### src/rtl/io_cmd_tx.sv
// Host-side byte-serial BLAKE2 command transmitter: config bytes, then START/DATA/LAST blocks.
// Optional abort input is compiled in when IO_TX_ABORT_EN is defined.
module io_cmd_tx #(
    parameter int READY_GAP = 2
) (
    input  logic        clk,
    input  logic        nreset,
`ifdef IO_TX_ABORT_EN
    input  logic        abort_i,
`endif
    input  logic        cfg_v_i,
    input  logic [5:0]  kk_i,
    input  logic [5:0]  nn_i,
    input  logic [63:0] ll_i,
    output logic        cfg_ready_o,
    input  logic        s_valid_i,
    input  logic [7:0]  s_data_i,
    output logic        s_ready_o,
    input  logic        ready_i,
    output logic        valid_o,
    output logic [1:0]  cmd_o,
    output logic [7:0]  data_o,
    output logic        busy_o,
    output logic        done_o
);

    localparam logic [1:0] CMD_CONF  = 2'd0;
    localparam logic [1:0] CMD_START = 2'd1;
    localparam logic [1:0] CMD_DATA  = 2'd2;
    localparam logic [1:0] CMD_LAST  = 2'd3;
    localparam int GW = (READY_GAP > 1) ? $clog2(READY_GAP) : 1;

    typedef enum logic [2:0] {IDLE, CONF, WAIT_RDY, KEY, MSG, GAP, DONE} state_t;

    state_t       state, n_state;
    logic [5:0]   kk, n_kk, nn, n_nn, idx, n_idx;
    logic [63:0]  ll, n_ll, rem, n_rem;
    logic [57:0]  blk, n_blk, last_blk, n_last_blk;
    logic [3:0]   cidx, n_cidx;
    logic [GW-1:0] gap_cnt, n_gap_cnt;
    logic         pull, n_pull, n_valid, n_done;
    logic [1:0]   n_cmd;
    logic [7:0]   n_data;

    // Index of the final block: B-1, where B counts the key block plus message blocks (at least one).
    function automatic logic [57:0] last_block(input logic [5:0] k, input logic [63:0] l);
        logic [58:0] c;
        c = 59'(l[63:6]) + 59'(l[5:0] != 6'd0);
        if (k != 6'd0)
            return c[57:0];
        else if (c == 59'd0)
            return 58'd0;
        else
            return 58'(c - 59'd1);
    endfunction

    function automatic logic [7:0] conf_byte(input logic [3:0] i, input logic [5:0] k,
                                             input logic [5:0] n, input logic [63:0] l);
        logic [63:0] sh;
        sh = l >> {i - 4'd2, 3'b000};
        case (i)
            4'd0:    return {2'b00, k};
            4'd1:    return {2'b00, n};
            default: return sh[7:0];
        endcase
    endfunction

    // A single-block job tags bytes after the first as LAST so the receiver sees first and last together.
    function automatic logic [1:0] block_tag(input logic [57:0] b, input logic [57:0] lb,
                                             input logic [5:0] i);
        if (b == 58'd0)
            return (i == 6'd0 || lb != 58'd0) ? CMD_START : CMD_LAST;
        else if (b == lb)
            return CMD_LAST;
        else
            return CMD_DATA;
    endfunction

    always_comb begin
        n_state    = state;
        n_kk       = kk;
        n_nn       = nn;
        n_ll       = ll;
        n_rem      = rem;
        n_blk      = blk;
        n_last_blk = last_blk;
        n_idx      = idx;
        n_cidx     = cidx;
        n_gap_cnt  = gap_cnt;
        n_valid    = 1'b0;
        n_cmd      = CMD_CONF;
        n_data     = 8'd0;
        n_done     = 1'b0;
        pull       = (state == KEY && idx < kk) || (state == MSG && rem != 64'd0);

        case (state)
            IDLE: begin
                if (cfg_v_i) begin
                    n_kk       = kk_i;
                    n_nn       = nn_i;
                    n_ll       = ll_i;
                    n_rem      = ll_i;
                    n_blk      = 58'd0;
                    n_last_blk = last_block(kk_i, ll_i);
                    n_cidx     = 4'd0;
                    n_state    = CONF;
                end
            end
            CONF: begin
                n_valid = 1'b1;
                n_cmd   = CMD_CONF;
                n_data  = conf_byte(cidx, kk, nn, ll);
                n_cidx  = cidx + 4'd1;
                if (cidx == 4'd9)
                    n_state = WAIT_RDY;
            end
            WAIT_RDY: begin
                if (ready_i) begin
                    n_idx   = 6'd0;
                    n_state = (blk == 58'd0 && kk != 6'd0) ? KEY : MSG;
                end
            end
            KEY, MSG: begin
                // While pulling, an empty upstream cycle is a gap: nothing emitted, idx held.
                if (!pull || s_valid_i) begin
                    n_valid = 1'b1;
                    n_cmd   = block_tag(blk, last_blk, idx);
                    n_data  = pull ? s_data_i : 8'd0;
                    if (state == MSG && pull)
                        n_rem = rem - 64'd1;
                    n_idx = idx + 6'd1;
                    if (idx == 6'd63) begin
                        if (blk == last_blk) begin
                            n_state = DONE;
                        end else begin
                            n_blk     = blk + 58'd1;
                            n_gap_cnt = '0;
                            n_state   = (READY_GAP == 0) ? WAIT_RDY : GAP;
                        end
                    end
                end
            end
            GAP: begin
                if (gap_cnt == GW'(READY_GAP - 1))
                    n_state = WAIT_RDY;
                else
                    n_gap_cnt = gap_cnt + GW'(1);
            end
            DONE: begin
                n_done  = 1'b1;
                n_state = IDLE;
            end
            default: n_state = IDLE;
        endcase

`ifdef IO_TX_ABORT_EN
        if (abort_i && state != IDLE) begin
            n_state = IDLE;
            n_valid = 1'b0;
            n_cmd   = CMD_CONF;
            n_data  = 8'd0;
            n_done  = 1'b0;
        end
`endif

        // s_ready_o is registered, so it advertises the pull decision of the coming cycle.
        n_pull = (n_state == KEY && n_idx < n_kk) || (n_state == MSG && n_rem != 64'd0);
    end

    always_ff @(posedge clk) begin
        if (!nreset) begin
            state       <= IDLE;
            valid_o     <= 1'b0;
            cmd_o       <= CMD_CONF;
            data_o      <= 8'd0;
            s_ready_o   <= 1'b0;
            done_o      <= 1'b0;
            busy_o      <= 1'b0;
            cfg_ready_o <= 1'b1;
        end else begin
            state       <= n_state;
            valid_o     <= n_valid;
            cmd_o       <= n_cmd;
            data_o      <= n_data;
            s_ready_o   <= n_pull;
            done_o      <= n_done;
            busy_o      <= (n_state != IDLE);
            cfg_ready_o <= (n_state == IDLE);
        end
    end

    always_ff @(posedge clk) begin
        kk       <= n_kk;
        nn       <= n_nn;
        ll       <= n_ll;
        rem      <= n_rem;
        blk      <= n_blk;
        last_blk <= n_last_blk;
        idx      <= n_idx;
        cidx     <= n_cidx;
        gap_cnt  <= n_gap_cnt;
    end

endmodule

### config.mk
export PLATFORM = sky130hd
export DESIGN_NAME = io_cmd_tx
export DESIGN_NICKNAME = d
export VERILOG_FILES = /design/src/rtl/io_cmd_tx.sv
export SDC_FILE = /design/constraint.sdc
export NUM_CORES = 1
export LEC_CHECK = 0
export CAP_MARGIN = 20
export CORE_MARGIN = 1
export CORE_UTILIZATION = 40
export CTS_CLUSTER_SIZE = 24
export DETAILED_ROUTE_END_ITERATION = 16
export PLACE_DENSITY = 0.55
export REMOVE_ABC_BUFFERS = 1
export SYNTH_ARGS = -nofsm -noshare
export SYNTH_HDL_FRONTEND = slang
export SYNTH_SLANG_ARGS = --single-unit
### constraint.sdc
create_clock -name clk -period 15.8 [get_ports clk]
set_input_delay 1.58 -clock clk [delete_from_list [all_inputs] [get_ports clk]]
set_output_delay 1.58 -clock clk [all_outputs]
set_load 0.02 [all_outputs]
Fig. 1: clock nets
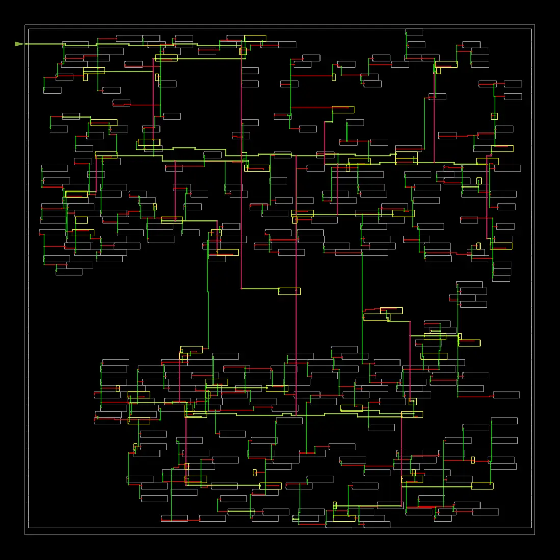
Late-Pin Clk Latency: 570 ps
CTS buffer count: 36
seq_cells: 285

==> summary.txt <==
Worst Max-Slew Pin Slew -> 1070 ps
Fmax achieved -> 165 MHz
Dpl cell area -> 19400 µm²
Clk slew on worst S/H paths -> 50 ps
Highest-count logic cell in the final layout -> nor2_1
Critical path launch point type -> input port
Top cells, area -> edfxtp_1 32%, dfxtp_1 10%, xnor2_1 6.1%
Simple share -> 27.5%
Run status -> finished, final reports clean
Ys async rst share -> 0%
Remaining global-route overflow -> 0
Leakage -> 6.78 nW
RR Endpoint -> s_ready_o
Ys Warns -> 0
Maximum level of the CTS H-tree -> 2
Setup crit end -> last_blk[8]
Fin. max-slew vios -> 0
Met2 GRT Util -> 40.3%
Top Layout Cells -> 208 x nor2_1, 191 x edfxtp_1, 171 x nand2_1
Initial DRC Count -> 1733
Die W -> 214 µm
Crit path max fanout -> 47
Sequential share of power -> 44.5%
Total power -> 0.00215 W
Signal buf overhead -> 5.61%
Top flop regs -> ll x64, rem x64
CP peak stage delay -> 600 ps
Cell Pwr Density -> 104 nW/µm²
CP max-delay cell -> or3_1
Seq. pwr -> 0.000956 W
Vias -> 15600
Layout cells sized above 1 -> 7.80%
Fin cells -> 2593
Post-synth EDFFs -> 191
Routed WL -> 61400 µm
Flop share of the area -> 36.9%
P_clk -> 0.000828 W
Final Critical Period -> 6050 ps
Final instance area -> 20600 µm²
Crit path arrival time -> 6330 ps
Hold Path Class -> flop to flop
Dpl hpwl -> 46400 µm
IO Port Bufs -> 103
Initial DRT Pass Iterations -> 6
Worst slack, placed -> 8790 ps
GR peak layer -> met2
Chip Area, Yosys -> 17900 µm²
Commonest cells post-synth -> 208 x nor2_1, 191 x edfxtp_1, 171 x nand2_1, 125 x xnor2_1, 94 x dfxtp_1
Wl on met1 -> 27000 µm
Via/cell ratio -> 6.03
Number of global-route vias before repair -> 14800
Die Height -> 214 µm
Most numerous cell in the Yosys netlist -> nor2_1
Core box area -> 44200 µm²
Min Hold Slack -> 522 ps
Clock Tree Buf Depth -> 3
Dominant Register Cell -> edfxtp_1
Post-Synth AOI/OAI Area -> 12.3%
Hold endpoint -> rem[56]
Clock network power share -> 38.6%
MaxCap Viol Count -> 0
Xor/xnor share -> 9.82%
Switching Share -> 29.9%
Most frequent CP cell -> ha_1
R2R Setup Slk -> 10780 ps
Met2 WL -> 26900 µm
Comb_multi_in -> 1484
Placer Congestion -> 0.921
Fig. 2: cell classes on the final placement
Fill, decap, tap and diode cells in grey.
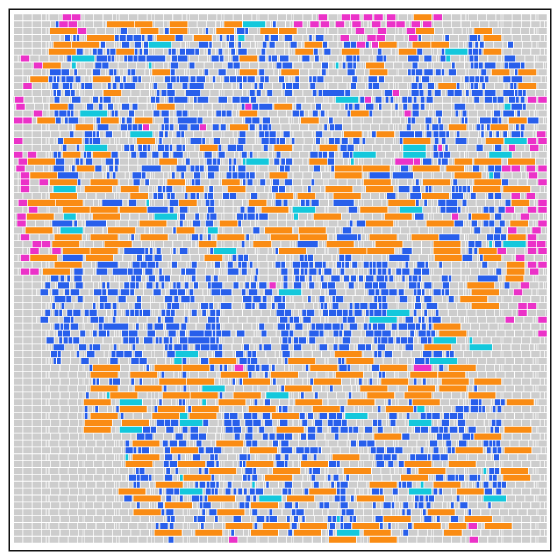
- orange: sequential cells (cells 285)
- magenta: remaining buffers and delay cells (cells 117)
- cyan: clock drivers and dummy loads (cells 66)
- blue: remaining logic cells (cells 1532)

Power is estimated from default activity; no workload was simulated.
